===== src/rtl/vsched_pkg.sv =====
// vsched_pkg: shared constants for the vertical-blanking update scheduler.
// Latency: n/a (declarations only).
// Backpressure: n/a.
package vsched_pkg;

  // Upper bound on the number of requesters a single scheduler can serve.
  localparam int N_REQ_MAX = 8;

  // FSM encodings, kept as plain constants so legacy code can compare against them.
  localparam logic [1:0] ST_IDLE     = 2'd0;
  localparam logic [1:0] ST_SELECT   = 2'd1;
  localparam logic [1:0] ST_WAIT_ACK = 2'd2;
  localparam logic [1:0] ST_GAP      = 2'd3;

  // Timer must be able to hold the value TIMEOUT itself.
  function automatic int timer_w(input int timeout);
    return $clog2(timeout + 1);
  endfunction

  // Index must be able to hold N_REQ ("past the last requester").
  function automatic int idx_w(input int n_req);
    return $clog2(n_req + 1);
  endfunction

endpackage


===== src/rtl/vblank_update_scheduler_sync_edge_detect.sv =====
// sync_edge_detect: single-flop edge detector on the pixel clock.
// Latency: pulse is combinational from d against last cycle's sample (1 cycle wide).
// Backpressure: none; free-running.
// Ports: clk_vga, rst (sync, active-high), d (level in), pulse (edge out).
// RESET_VAL seeds the history flop so no edge is reported right after reset;
// RISE selects rising (1) or falling (0) edge detection.
module sync_edge_detect #(
  parameter logic RESET_VAL = 1'b1,
  parameter bit   RISE      = 1'b0
) (
  input  logic clk_vga,
  input  logic rst,
  input  logic d,
  output logic pulse
);

  logic q;

  always_ff @(posedge clk_vga) begin
    if (rst) q <= RESET_VAL;
    else     q <= d;
  end

  assign pulse = RISE ? (d & ~q) : (~d & q);

endmodule


===== src/rtl/vblank_update_scheduler.sv =====
// vblank_update_scheduler: hands out one update slot per enabled requester per frame during vblank.
// Latency: VS fall sampled at edge t -> first upd_req high after edge t+2; >=1 idle cycle between grants.
// Backpressure: each grant is held until upd_ack or TIMEOUT cycles; active video or a new frame aborts the sequence.
// Ports: clk_vga, rst (sync, active-high), VGA_VS, VGA_BLANK_N, enable_mask, upd_ack, err_clr (in);
//        upd_req, busy, frame_cnt, timeout_err, overrun (out);
//        sched_cycles, sched_max (out, only when VSCHED_PERF_EN is defined).
module vblank_update_scheduler
  import vsched_pkg::*;
#(
  parameter int N_REQ   = 4,
  parameter int TIMEOUT = 4096
) (
  input  logic             clk_vga,
  input  logic             rst,
  input  logic             VGA_VS,
  input  logic             VGA_BLANK_N,
  input  logic [N_REQ-1:0] enable_mask,
  input  logic [N_REQ-1:0] upd_ack,
  input  logic             err_clr,
  output logic [N_REQ-1:0] upd_req,
  output logic             busy,
  output logic [15:0]      frame_cnt,
  output logic [N_REQ-1:0] timeout_err,
  output logic             overrun
`ifdef VSCHED_PERF_EN
  ,
  output logic [15:0]      sched_cycles,
  output logic [15:0]      sched_max
`endif
);

  localparam int TIMER_W = timer_w(TIMEOUT);
  localparam int IDX_W   = idx_w(N_REQ);

  logic               trigger;
  logic               deadline;
  logic [1:0]         state;
  logic [N_REQ-1:0]   mask_q;
  logic [IDX_W-1:0]   idx;
  logic [TIMER_W-1:0] timer;
  logic               sel_vld;
  logic               sel_found;
  logic [IDX_W-1:0]   sel_idx;
  logic               sel_found_c;
  logic [IDX_W-1:0]   sel_idx_c;
  logic [N_REQ-1:0]   grant_vec;
  logic               ack_hit;
  logic               timeout_hit;
  logic               done_now;
  logic [IDX_W-1:0]   idx_eff;
  logic               pending;
  logic               overrun_set;
  logic [N_REQ-1:0]   timeout_set;

  sync_edge_detect #(.RESET_VAL(1'b1), .RISE(1'b0)) u_vs_fall (
    .clk_vga (clk_vga),
    .rst     (rst),
    .d       (VGA_VS),
    .pulse   (trigger)
  );

  sync_edge_detect #(.RESET_VAL(1'b1), .RISE(1'b1)) u_blank_rise (
    .clk_vga (clk_vga),
    .rst     (rst),
    .d       (VGA_BLANK_N),
    .pulse   (deadline)
  );

  // Lowest enabled requester at or above idx. Descending loop so the lowest hit wins.
  always_comb begin
    sel_found_c = 1'b0;
    sel_idx_c   = '0;
    for (int j = N_REQ - 1; j >= 0; j--) begin
      if (mask_q[j] && (IDX_W'(j) >= idx)) begin
        sel_found_c = 1'b1;
        sel_idx_c   = IDX_W'(j);
      end
    end
  end

  always_comb begin
    grant_vec = '0;
    for (int j = 0; j < N_REQ; j++) begin
      grant_vec[j] = (IDX_W'(j) == sel_idx);
    end
  end

  // upd_req is one-hot on the granted requester, so masking the acks with it
  // ignores acks on every other bit.
  assign ack_hit     = (state == ST_WAIT_ACK) && (|(upd_ack & upd_req));
  assign timeout_hit = (state == ST_WAIT_ACK) && !ack_hit &&
                       (timer == TIMER_W'(TIMEOUT - 1));
  assign done_now    = ack_hit | timeout_hit;

  // A requester finishing in the same cycle as the deadline counts as served.
  assign idx_eff = idx + IDX_W'(done_now);

  always_comb begin
    pending = 1'b0;
    for (int j = 0; j < N_REQ; j++) begin
      if (mask_q[j] && (IDX_W'(j) >= idx_eff)) pending = 1'b1;
    end
  end

  assign overrun_set = busy && (trigger || (deadline && pending));
  assign timeout_set = (timeout_hit && !trigger) ? upd_req : '0;

  always_ff @(posedge clk_vga) begin
    if (rst) begin
      state       <= ST_IDLE;
      mask_q      <= '0;
      idx         <= '0;
      timer       <= '0;
      sel_vld     <= 1'b0;
      sel_found   <= 1'b0;
      sel_idx     <= '0;
      upd_req     <= '0;
      busy        <= 1'b0;
      frame_cnt   <= '0;
      timeout_err <= '0;
      overrun     <= 1'b0;
    end else begin
      // The priority search is registered; its result is only trusted one
      // cycle after mask/idx are reloaded by a trigger.
      sel_found <= sel_found_c;
      sel_idx   <= sel_idx_c;
      sel_vld   <= 1'b1;

      // New errors take precedence over a simultaneous clear.
      timeout_err <= (err_clr ? '0 : timeout_err) | timeout_set;
      overrun     <= (err_clr ? 1'b0 : overrun) | overrun_set;

      if (trigger) begin
        mask_q    <= enable_mask;
        idx       <= '0;
        timer     <= '0;
        frame_cnt <= frame_cnt + 16'd1;
        busy      <= 1'b1;
        upd_req   <= '0;
        sel_vld   <= 1'b0;
        state     <= ST_SELECT;
      end else if (busy && deadline) begin
        upd_req <= '0;
        busy    <= 1'b0;
        state   <= ST_IDLE;
      end else begin
        case (state)
          ST_SELECT: begin
            if (sel_vld) begin
              if (sel_found) begin
                upd_req <= grant_vec;
                idx     <= sel_idx;
                timer   <= '0;
                state   <= ST_WAIT_ACK;
              end else begin
                busy  <= 1'b0;
                state <= ST_IDLE;
              end
            end
          end
          ST_WAIT_ACK: begin
            if (done_now) begin
              upd_req <= '0;
              idx     <= idx + IDX_W'(1);
              state   <= ST_GAP;
            end else begin
              timer <= timer + TIMER_W'(1);
            end
          end
          ST_GAP: begin
            state <= ST_SELECT;
          end
          default: begin
            state <= ST_IDLE;
          end
        endcase
      end
    end
  end

`ifdef VSCHED_PERF_EN
  logic [15:0] run_cnt;
  logic        seq_end;

  // A sequence ends on normal completion, on a deadline abort, or when a new
  // trigger restarts it.
  assign seq_end = busy && (trigger || deadline ||
                   ((state == ST_SELECT) && sel_vld && !sel_found));

  always_ff @(posedge clk_vga) begin
    if (rst) begin
      run_cnt      <= '0;
      sched_cycles <= '0;
      sched_max    <= '0;
    end else begin
      if (seq_end) begin
        sched_cycles <= run_cnt;
        if (run_cnt > sched_max) sched_max <= run_cnt;
      end
      // run_cnt holds the number of edges since the trigger, saturating.
      if (trigger) begin
        run_cnt <= 16'd1;
      end else if (busy && (run_cnt != 16'hFFFF)) begin
        run_cnt <= run_cnt + 16'd1;
      end
    end
  end
`endif

endmodule


===== config.mk =====
export PLATFORM = sky130hd
export DESIGN_NAME = vblank_update_scheduler
export DESIGN_NICKNAME = d
export VERILOG_FILES = /design/src/rtl/vsched_pkg.sv /design/src/rtl/vblank_update_scheduler_sync_edge_detect.sv /design/src/rtl/vblank_update_scheduler.sv
export SDC_FILE = /design/constraint.sdc
export NUM_CORES = 1
export LEC_CHECK = 0
export CAP_MARGIN = 5
export CELL_PAD_IN_SITES_DETAIL_PLACEMENT = 0
export CELL_PAD_IN_SITES_GLOBAL_PLACEMENT = 1
export CORE_MARGIN = 2
export CORE_UTILIZATION = 41
export CTS_CLUSTER_DIAMETER = 80
export DETAILED_ROUTE_END_ITERATION = 12
export HOLD_SLACK_MARGIN = 0.08
export PLACE_DENSITY = 0.88
export SLEW_MARGIN = 5
export SYNTH_ARGS = -nofsm -noshare
export SYNTH_HDL_FRONTEND = slang
export SYNTH_SLANG_ARGS = --single-unit

===== constraint.sdc =====
create_clock -name clk_vga -period 3.4 [get_ports clk_vga]
set_input_delay 0.68 -clock clk_vga [delete_from_list [all_inputs] [get_ports clk_vga]]
set_output_delay 0.68 -clock clk_vga [all_outputs]
set_load 0.01 [all_outputs]

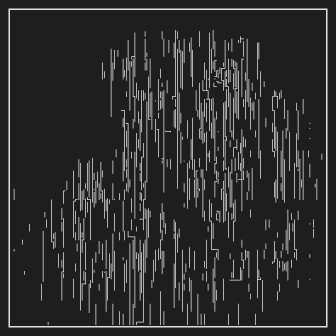
*M2 wires, run 1*
- wire length on this layer: 2570 µm
- nets with wire on the layer: 301
- longest straight run: 37.7 µm
- share of all routed wire: 45%
final wirelength: 5.70 mm
met2 Resource Use GR: 25.8%
Vias: 2335

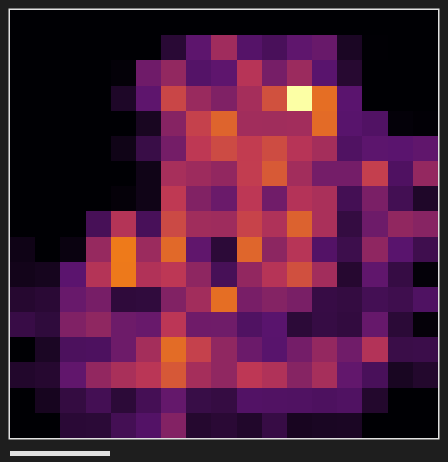
*Routed metal per tile, run 1*
Bar = 20 µm. The die is cut into 17 by 17 equal tiles; black is low, pale yellow is high, scaled to the fullest tile. Values are wire area over tile area, all layers added.
- emptiest ninth of the die: upper left
- nearly empty tiles: 27%
- fullest tile: 0.54
Total Routing Usage GR: 16.1%
WL/cell: 13.4 µm

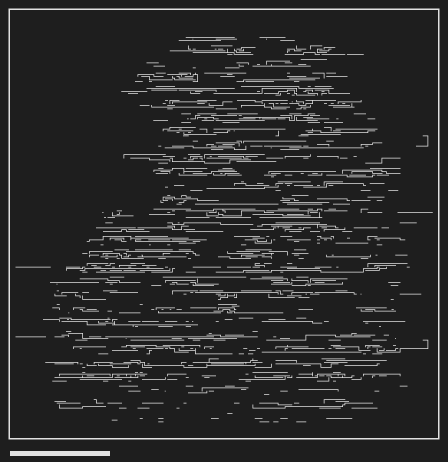
*The metal 1 layer, run 1*
Bar = 20 µm.
- main direction: horizontal
- share of all routed wire: 50%
- wire length on this layer: 2840 µm
- nets with wire on the layer: 330
met1 Use GR: 21.9%

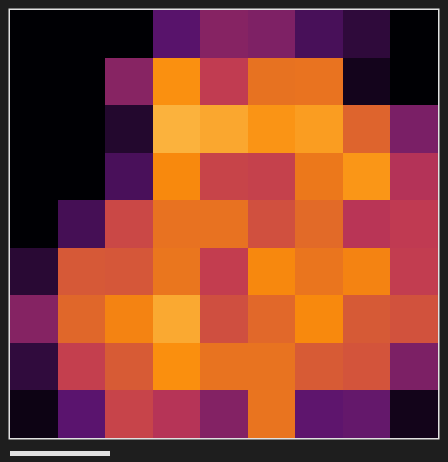
*Cell density map, run 1*
Bar = 20 µm. The die is cut into 9 by 9 equal tiles; black is low, pale yellow is high, 0 to 100% covered.
- tiles over 75% full: 9.9%
- mean over tiles: 44%
- emptiest ninth of the die: upper left
- nearly empty tiles: 15%
- fullest tile: 83%
Final Util: 51.7%
Core Box Area: 6390 µm²
fp_density: 42.7%

==> impl_metrics.env, run 1 <==
# source this file to load flow results
export IMPL_met1_length_mm=2.84
export IMPL_yosysMostFrequentCell="dfxtp_1"
export IMPL_cpMaxStageDelayCell="ha_1"
export IMPL_period_used_pct=82.4
export IMPL_critPathMostFrequentCell="ha_1"
export IMPL_cp_max_fo=10
export IMPL_dp_hpwl_mm=4.28
export IMPL_synthFlopType="dfxtp_1"
export IMPL_critical_path_top_delay_family="simple AND/OR/NAND/NOR gates"
export IMPL_port_buffers=38
export IMPL_pwr_share_seq_pct=54.5
export IMPL_area_growth_synth_to_final_pct=21.2
export IMPL_combGateArea_um2=1550
export IMPL_powerClk_uw=454
export IMPL_holdBufCountCts=0
export IMPL_drc=0
export IMPL_cap_violations=0
export IMPL_diodes=0
export IMPL_p_int_uw=915
export IMPL_num_clock_buffers=5
export IMPL_largest_register_ffs=16
export IMPL_rsz0062_at_grt="false"
export IMPL_final_cell_mix="54 x dfxtp_1, 38 x clkdlybuf4s50_1, 36 x nand2_1"
export IMPL_ys_area_um2=2730
export IMPL_synthTopCellsByCount="54 x dfxtp_1, 36 x nand2_1, 25 x nor2_1"
export IMPL_post_cts_buffers=0
export IMPL_switchingPower_uw=293
export IMPL_synth_net_count=332
export IMPL_htree_levels=2
export IMPL_clock_area_share_pct=3.52
export IMPL_crit_required_ns=3.62
export IMPL_layout_setup_ws_ns=0.597
export IMPL_dp_cells=418
export IMPL_overflow=0
export IMPL_ys_warn_count=0
export IMPL_cpPeakStageDelay_ns=0.41
export IMPL_combPwrFrac_pct=7.9
export IMPL_cts_sinks=54
export IMPL_fin_cells=426
export IMPL_top_area_cell="dfxtp_1"
export IMPL_dieArea_um2=7310
export IMPL_grt_antenna_before_repair=0
export IMPL_final_hold_viol_count=0
export IMPL_cts_repair_resized=0
export IMPL_rows=29
export IMPL_first_iter_violations=77
export IMPL_relSlewSlack_pct=57.8
export IMPL_syn_avg_cell_area_um2=8.85
export IMPL_met3_usage_pct=3.27
export IMPL_clkPwrFrac_pct=37.6
export IMPL_viasPerCell=5.48
export IMPL_power_density_nw_per_um2=366
export IMPL_gp_congestion=0.819
export IMPL_cts_buffers=5
export IMPL_synth_cell_types=60
export IMPL_num_io_pins=39
export IMPL_ant_nets=0
export IMPL_grt_max_degree=29
export IMPL_syn_inst=308
export IMPL_max_freq_ghz=0.357
export IMPL_edf_count=0
export IMPL_place_ws_ns=0.300
export IMPL_synth_cell_area_um2=2730
export IMPL_nonClkBufAreaFrac_pct=12.4
export IMPL_drt_first_pass_iters=4
export IMPL_fillCellCount=625
export IMPL_route_met3_wl_um=218
export IMPL_flops=54
export IMPL_leakagePower_uw=0.00121
export IMPL_p_sw_share_pct=24.3
export IMPL_critPathCaptureType="flip-flop"
export IMPL_clkSlewWorstSetupHoldPaths_ns=0.11
export IMPL_holdWs_ns=0.457
export IMPL_drv_slew=0
export IMPL_stdcell_area_um2=3300
export IMPL_ys_async_sr_fraction_pct=0
export IMPL_cts_root_buf="clkbuf_8"
export IMPL_top_usage_layer="met2"
export IMPL_total_power_uw=1210
export IMPL_sh_seq_area_pct=32.7
export IMPL_cts_max_path_buffers=2
export IMPL_power_leader="sequential cells"
export IMPL_dr_max_layer_used="met4"
export IMPL_final_min_clock_period_ns=2.80
export IMPL_final_seq_area_um2=1080
export IMPL_comb_share_pct=47.0
export IMPL_arrival_ns=3.02
export IMPL_lay_top_count="dfxtp_1"
export IMPL_comb_power_uw=95.9
export IMPL_chipHeight_um=85.5
export IMPL_routed_wl_met2_mm=2.57
export IMPL_dominant_cells="logic gates"
export IMPL_hp_class="reg -> reg"
export IMPL_finalSetupTns_ns=0
export IMPL_yosys_top_cells_area="dfxtp_1 40%, ha_1 5.1%, nand2_1 5.0%"
export IMPL_synth_seq_share_pct=39.7
export IMPL_crit_chain="inv_1, ha_1, nand3_1, nor4_4, or2_1, ha_1, ha_1, nand2_1, a21oi_1, o21ai_0, a21o_1, a32o_1"
export IMPL_tapCellCount=77
export IMPL_critical_path_class="reg -> reg"
export IMPL_nNonClkBuffers=42
export IMPL_regMostFlops="frame_cnt"
export IMPL_skew_ns=0.00805
export IMPL_status="completed"
## run 1: final timing paths
check	start	end	slack, ns	depth (start not counted)
worst max register to register	state[0]$_SDFFE_PP0P_	overrun$_SDFF_PP0_	0.60	12
worst min register to register	timer[12]$_SDFFE_PP0P_	timer[12]$_SDFFE_PP0P_	0.46	1
worst min-delay path	timer[12]$_SDFFE_PP0P_	timer[12]$_SDFFE_PP0P_	0.46	1
worst max-delay path	state[0]$_SDFFE_PP0P_	overrun$_SDFF_PP0_	0.60	12
## run 1: kinds of logic after synthesis
group	count (synthesis)	synth area share (%)
buffers and inverters	21	3.35
DFF	54	39.7
adders and majority gates	11	5.05
xor gates and xnor gates	18	5.79
and+or+nand+nor	139	28.9
AOI/OAI and AO/OA	62	16.2
muxes	3	1.10
### Congestion heat map, run 1

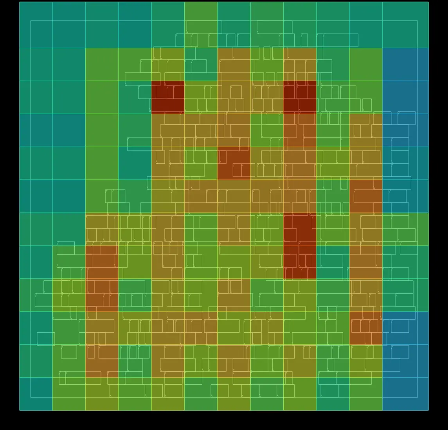

--- run 2 (diff from run 1) ---
==> constraint.sdc (replaced) <==
create_clock -name clk_vga -period 2.7 [get_ports clk_vga]
set_input_delay 0.54 -clock clk_vga [delete_from_list [all_inputs] [get_ports clk_vga]]
set_output_delay 0.54 -clock clk_vga [all_outputs]
set_load 0.01 [all_outputs]
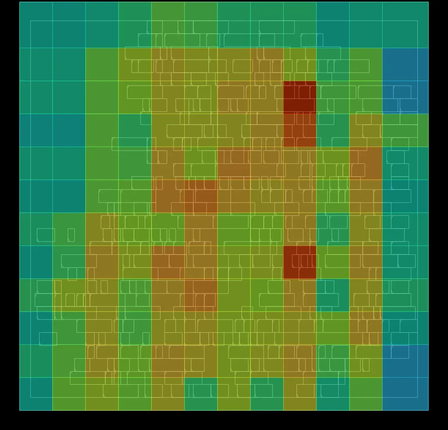
*Congestion heat map, run 2*
met1 Use GR: 23.8%
Final Util: 52.8%
busiest grt layer: met2

==> run 2 against run 1 <==
Via count rose by 3.1%. Largest cell class unchanged. Die area did not move. Register-to-register slack got worse by 0.43 ns. Clock skew is 0.0026 ns higher. Design area up 2.2%. Combinational power increased by 31%. Hold slack improved by 0.0027 ns. Sequential share of layout area is 0.70 points lower. Highest routed layer unchanged. Global-route usage increased by 0.94 points. Wire length rose by 3.1%. Largest power group unchanged. First-iteration DRC count rose by 16%.
==> impl_metrics.env, run 2 <==
# source this file to load flow results
export IMPL_status="completed"
export IMPL_rows=29
export IMPL_cts_max_path_buffers=2
export IMPL_layout_setup_ws_ns=0.164
export IMPL_leakagePower_uw=0.00126
export IMPL_cts_sinks=54
export IMPL_port_buffers=38
export IMPL_viasPerCell=5.50
export IMPL_holdBufCountCts=0
export IMPL_p_sw_share_pct=25.1
export IMPL_power_density_nw_per_um2=429
export IMPL_dieArea_um2=7310
export IMPL_stdcell_area_um2=3370
export IMPL_critical_path_top_delay_family="AND-OR/OR-AND gates"
export IMPL_gp_congestion=0.821
export IMPL_drc=0
export IMPL_syn_avg_cell_area_um2=8.85
export IMPL_combPwrFrac_pct=8.7
export IMPL_dp_cells=430
export IMPL_final_min_clock_period_ns=2.54
export IMPL_arrival_ns=2.75
export IMPL_ys_warn_count=0
export IMPL_post_cts_buffers=0
export IMPL_synth_cell_area_um2=2730
export IMPL_grt_pass1_vias=2242
export IMPL_largestRegisters="frame_cnt x16, timer x13"
export IMPL_p_int_uw=1080
export IMPL_ys_area_um2=2730
export IMPL_ys_cells=308
export IMPL_crit_start="upd_ack[1]"
export IMPL_relSlewSlack_pct=62.7
export IMPL_pg_seq_uw=829
export IMPL_drt_first_pass_iters=4
export IMPL_pwr_share_seq_pct=57.3
export IMPL_drive_above_1_share_pct=13.0
export IMPL_powerClk_uw=492
export IMPL_fin_nets=384
export IMPL_postPlaceCellArea_um2=3280
export IMPL_comb_power_uw=126
export IMPL_cp_num_buf_inv=1
export IMPL_syn_inst=308
export IMPL_skew_ns=0.0107
export IMPL_yosys_top_cells_area="dfxtp_1 40%, ha_1 5.1%, nand2_1 5.0%"
export IMPL_power_leader="sequential cells"
export IMPL_grt_antenna_before_repair=0
export IMPL_ir_drop_uv=225
export IMPL_cts_buffers=5
export IMPL_final_cell_mix="54 x dfxtp_1, 38 x clkdlybuf4s50_1, 36 x nand2_1"
export IMPL_num_io_pins=39
export IMPL_via_count=2407
export IMPL_period_used_pct=93.9
export IMPL_routed_wl_met2_mm=2.75
export IMPL_synth_seq_share_pct=39.7
export IMPL_cap_violations=0
export IMPL_regMostFlops="frame_cnt"
export IMPL_synthFlopType="dfxtp_1"
export IMPL_fin_cells=438
export IMPL_final_seq_area_um2=1080
export IMPL_cpPeakStageDelay_ns=0.44
export IMPL_startpoint_type="primary input"
export IMPL_yosysMostFrequentCell="dfxtp_1"
export IMPL_critPathCaptureType="flip-flop"
export IMPL_rrSetupSlack_ns=0.17
export IMPL_use_met2_pct=27.3
export IMPL_ant_nets=0
export IMPL_synth_cell_types=60
export IMPL_cts_repair_resized=0
export IMPL_r2r_cells=12
export IMPL_switchingPower_uw=363
export IMPL_r2r_start="state[0]$_SDFFE_PP0P_"
export IMPL_synth_net_count=332
export IMPL_edf_count=0
export IMPL_initial_core_util_pct=42.7
export IMPL_ys_ff=54
export IMPL_htree_levels=2
export IMPL_met1_length_mm=2.90
export IMPL_worstSkewPairLatency_ns=0.31
export IMPL_netlist_area_leader_share_pct=39.7
export IMPL_grt_pass1_wl_mm=10.3
export IMPL_hold_path_end="timer[12]$_SDFFE_PP0P_"
export IMPL_largest_register_ffs=16
export IMPL_ys_async_sr_fraction_pct=0
export IMPL_dr_max_layer_used="met4"
export IMPL_timing_critical_path_depth=11
export IMPL_fp_coreArea_um2=6390
export IMPL_cts_tree="done"
export IMPL_finalSetupTns_ns=0
export IMPL_fillCellCount=612
export IMPL_min_from="timer[12]$_SDFFE_PP0P_"
export IMPL_chipHeight_um=85.5
export IMPL_clkPwrFrac_pct=34.0
export IMPL_area_growth_synth_to_final_pct=23.8
export IMPL_die_x_um=85.5
export IMPL_route_met3_wl_um=165
export IMPL_routedWlPerCell_um=13.4
export IMPL_total_power_uw=1450
export IMPL_overflow=0
export IMPL_cp_max_fo=2
export IMPL_grt_usage_pct=17.1
export IMPL_setup_viol=0
export IMPL_top_area_cell="dfxtp_1"
export IMPL_diodes=0
export IMPL_synthTopCellsByCount="54 x dfxtp_1, 36 x nand2_1, 25 x nor2_1"
export IMPL_first_iter_violations=89
export IMPL_dp_hpwl_mm=4.49
export IMPL_critPathMostFrequentCell="ha_1"
export IMPL_combGateArea_um2=1550
export IMPL_routed_wl_mm=5.88
export IMPL_crit_chain="clkdlybuf4s50_1, a22oi_4, a21oi_4, or2_1, ha_1, ha_1, nand2_1, a21oi_1, o21ai_0, a21o_1, a32o_1"
export IMPL_rsz0062_at_grt="false"
export IMPL_drv_slew=0
export IMPL_timing_rr_end="overrun$_SDFF_PP0_"
export IMPL_hp_class="reg -> reg"
export IMPL_clkSlewWorstSetupHoldPaths_ns=0.11
export IMPL_tightestPinTransition_ns=0.552
export IMPL_lay_top_count="dfxtp_1"
export IMPL_crit_required_ns=2.92
export IMPL_place_ws_ns=-0.162
export IMPL_holdPathStages=1
export IMPL_cpMaxStageDelayCell="clkdlybuf4s50_1"
export IMPL_holdWs_ns=0.459
export IMPL_grt_max_degree=29
export IMPL_critPathCapture="overrun$_SDFF_PP0_"
export IMPL_cts_root_buf="clkbuf_8"
export IMPL_max_freq_ghz=0.394
export IMPL_final_hold_viol_count=0
export IMPL_critical_path_class="in -> reg"
export IMPL_met3_usage_pct=2.69
export IMPL_warnings=31
-- run 2: cell types whose count changed in the layout (fill, tap and decap cells not counted), sizes merged --
cell and change:
buf +12, bufinv -1, clkbuf +1, clkinvlp +1, inv -1
-- run 2: cell type report --
cell class | count | share of cell area [%]
clock buffer | 6 | 2.45
clock inverter | 2 | 0.482
inverter | 12 | 1.33
multi-input combinational | 233 | 46.0
sequential | 54 | 32.0
tap | 77 | 2.86
timing repair buffer | 54 | 14.8
-- run 2: kinds of logic after synthesis --
| group | after synthesis | share of synthesized area [%] |
|---|---|---|
| and+or+nand+nor | 139 | 28.9 |
| muxes | 3 | 1.10 |
| DFF | 54 | 39.7 |
| xor gates and xnor gates | 18 | 5.79 |
| adders and majority gates | 11 | 5.05 |
| buffers and inverters | 21 | 3.35 |
| AOI/OAI and AO/OA | 62 | 16.2 |
--- run 3 (diff from run 2) ---
--- a/config.mk
+++ b/config.mk
@@ -14,7 +14,6 @@
 export DETAILED_ROUTE_END_ITERATION = 12
 export HOLD_SLACK_MARGIN = 0.08
 export PLACE_DENSITY = 0.88
-export SLEW_MARGIN = 5
 export SYNTH_ARGS = -nofsm -noshare
 export SYNTH_HDL_FRONTEND = slang
 export SYNTH_SLANG_ARGS = --single-unit
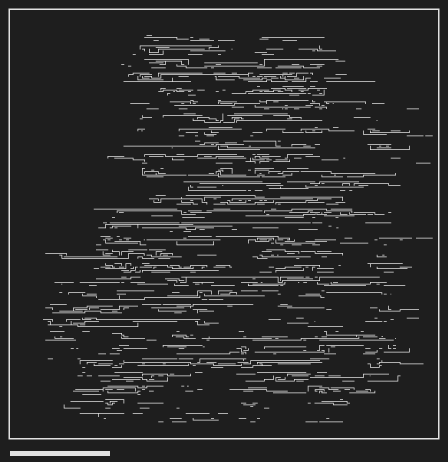
*The metal 1 layer, run 3*
Bar = 20 µm.
final wirelength: 5.88 mm
Vias: 2407

==> run 3 against run 2 <==
Power unchanged. Critical path depth unchanged. Clock power about the same. Die area unchanged. Clock skew unchanged. Setup slack unchanged. Design area unchanged. Synthesized cell count unchanged.
==> impl_metrics.env, run 3 <==
# source this file to load flow results
export IMPL_cts_tree="done"
export IMPL_syn_inst=308
export IMPL_max_freq_ghz=0.394
export IMPL_port_buffers=38
export IMPL_rsz0062_at_grt="false"
export IMPL_cap_violations=0
export IMPL_ys_async_sr_fraction_pct=0
export IMPL_p_sw_share_pct=25.1
export IMPL_ys_cells=308
export IMPL_period_used_pct=93.9
export IMPL_cts_repair_resized=0
export IMPL_htree_levels=2
export IMPL_grt_max_degree=29
export IMPL_synthTopCellsByCount="54 x dfxtp_1, 36 x nand2_1, 25 x nor2_1"
export IMPL_critPathMostFrequentCell="ha_1"
export IMPL_routedWlPerCell_um=13.4
export IMPL_postPlaceCellArea_um2=3280
export IMPL_cp_max_fo=2
export IMPL_ys_sh_mux_pct=1.10
export IMPL_largest_register_ffs=16
export IMPL_drt_first_pass_iters=4
export IMPL_fin_nets=384
export IMPL_dp_cells=430
export IMPL_ys_sh_adder_pct=5.05
export IMPL_netlist_area_leader_share_pct=39.7
export IMPL_chipHeight_um=85.5
export IMPL_grt_pass1_wl_mm=10.3
export IMPL_syn_avg_cell_area_um2=8.85
export IMPL_critical_path_class="in -> reg"
export IMPL_clkSlewWorstSetupHoldPaths_ns=0.11
export IMPL_crit_required_ns=2.92
export IMPL_grt_antenna_before_repair=0
export IMPL_startpoint_type="primary input"
export IMPL_ys_sh_xor_pct=5.79
export IMPL_diodes=0
export IMPL_switchingPower_uw=363
export IMPL_synth_seq_share_pct=39.7
export IMPL_setup_viol=0
export IMPL_critical_path_top_delay_family="AND-OR/OR-AND gates"
export IMPL_area_growth_synth_to_final_pct=23.8
export IMPL_final_cell_mix="54 x dfxtp_1, 38 x clkdlybuf4s50_1, 36 x nand2_1"
export IMPL_fp_coreArea_um2=6390
export IMPL_min_from="timer[12]$_SDFFE_PP0P_"
export IMPL_leakagePower_uw=0.00126
export IMPL_die_x_um=85.5
export IMPL_pg_seq_uw=829
export IMPL_ys_area_um2=2730
export IMPL_regMostFlops="frame_cnt"
export IMPL_total_power_uw=1450
export IMPL_stdcell_area_um2=3370
export IMPL_critPathCaptureType="flip-flop"
export IMPL_layout_setup_ws_ns=0.164
export IMPL_crit_chain="clkdlybuf4s50_1, a22oi_4, a21oi_4, or2_1, ha_1, ha_1, nand2_1, a21oi_1, o21ai_0, a21o_1, a32o_1"
export IMPL_num_io_pins=39
export IMPL_ant_nets=0
export IMPL_dieArea_um2=7310
export IMPL_synth_net_count=332
export IMPL_final_min_clock_period_ns=2.54
export IMPL_warnings=31
export IMPL_finalSetupTns_ns=0
export IMPL_fin_cells=438
export IMPL_aoi_share_pct=16.2
export IMPL_rows=29
export IMPL_power_leader="sequential cells"
export IMPL_skew_ns=0.0107
export IMPL_overflow=0
export IMPL_holdBufCountCts=0
export IMPL_cts_buffers=5
export IMPL_pwr_share_seq_pct=57.3
export IMPL_combPwrFrac_pct=8.7
export IMPL_grt_pass1_vias=2242
export IMPL_top_area_cell="dfxtp_1"
export IMPL_ys_sh_simple_pct=28.9
export IMPL_power_density_nw_per_um2=429
export IMPL_edf_count=0
export IMPL_cts_sinks=54
export IMPL_synth_cell_area_um2=2730
export IMPL_synthFlopType="dfxtp_1"
export IMPL_comb_power_uw=126
export IMPL_cp_num_buf_inv=1
export IMPL_ir_drop_uv=225
export IMPL_tightestPinTransition_ns=0.552
export IMPL_cts_max_path_buffers=2
export IMPL_relSlewSlack_pct=62.7
export IMPL_cts_root_buf="clkbuf_8"
export IMPL_cpMaxStageDelayCell="clkdlybuf4s50_1"
export IMPL_first_iter_violations=89
export IMPL_place_ws_ns=-0.162
export IMPL_final_hold_viol_count=0
export IMPL_initial_core_util_pct=42.7
export IMPL_worstSkewPairLatency_ns=0.31
export IMPL_arrival_ns=2.75
export IMPL_hp_class="reg -> reg"
export IMPL_grt_usage_pct=17.1
export IMPL_viasPerCell=5.50
export IMPL_yosysMostFrequentCell="dfxtp_1"
export IMPL_largestRegisters="frame_cnt x16, timer x13"
export IMPL_synth_logic_top_family="simple AND/OR/NAND/NOR gates"
export IMPL_crit_start="upd_ack[1]"
export IMPL_drive_above_1_share_pct=13.0
export IMPL_post_cts_buffers=0
export IMPL_ys_ff=54
export IMPL_p_int_uw=1080
export IMPL_synth_cell_types=60
export IMPL_clkPwrFrac_pct=34.0
export IMPL_r2r_start="state[0]$_SDFFE_PP0P_"
export IMPL_lay_top_count="dfxtp_1"
export IMPL_drc=0
export IMPL_gp_congestion=0.821
export IMPL_yosys_top_cells_area="dfxtp_1 40%, ha_1 5.1%, nand2_1 5.0%"
export IMPL_powerClk_uw=492
export IMPL_cpPeakStageDelay_ns=0.44
export IMPL_drv_slew=0
export IMPL_ys_warn_count=0
export IMPL_utilization_pct=52.8
export IMPL_dp_hpwl_mm=4.49
export IMPL_status="completed"
export IMPL_holdWs_ns=0.459
run 3: cell counts after synthesis:
Identical to the previous run, type by type.
run 3: metal layers:
layer  wire length (µm)  GRT usage [%]
met2               2750           27.3
met3                165           2.69
met5                  0              0
met4                 65           5.05
met1               2900           23.8
run 3: final timing paths:
check        slack (ns)                endpoint  cells past startpoint
max                0.16      overrun$_SDFF_PP0_                     11
min reg2reg        0.46  timer[12]$_SDFFE_PP0P_                      1
min                0.46  timer[12]$_SDFFE_PP0P_                      1
max reg2reg        0.17      overrun$_SDFF_PP0_                     12
run 3: cell type report:
class / count / area (µm²)
multi-input cells: 233 / 1550
flip-flops and latches: 54 / 1080
repair buffers: 54 / 500
well taps: 77 / 96.3
fillers: 612 / 3010
clock buffers: 6 / 82.6
inverters: 12 / 45.0
clock inverters: 2 / 16.3
Power figures rest on the tool's default switching activity, not on a simulated workload.
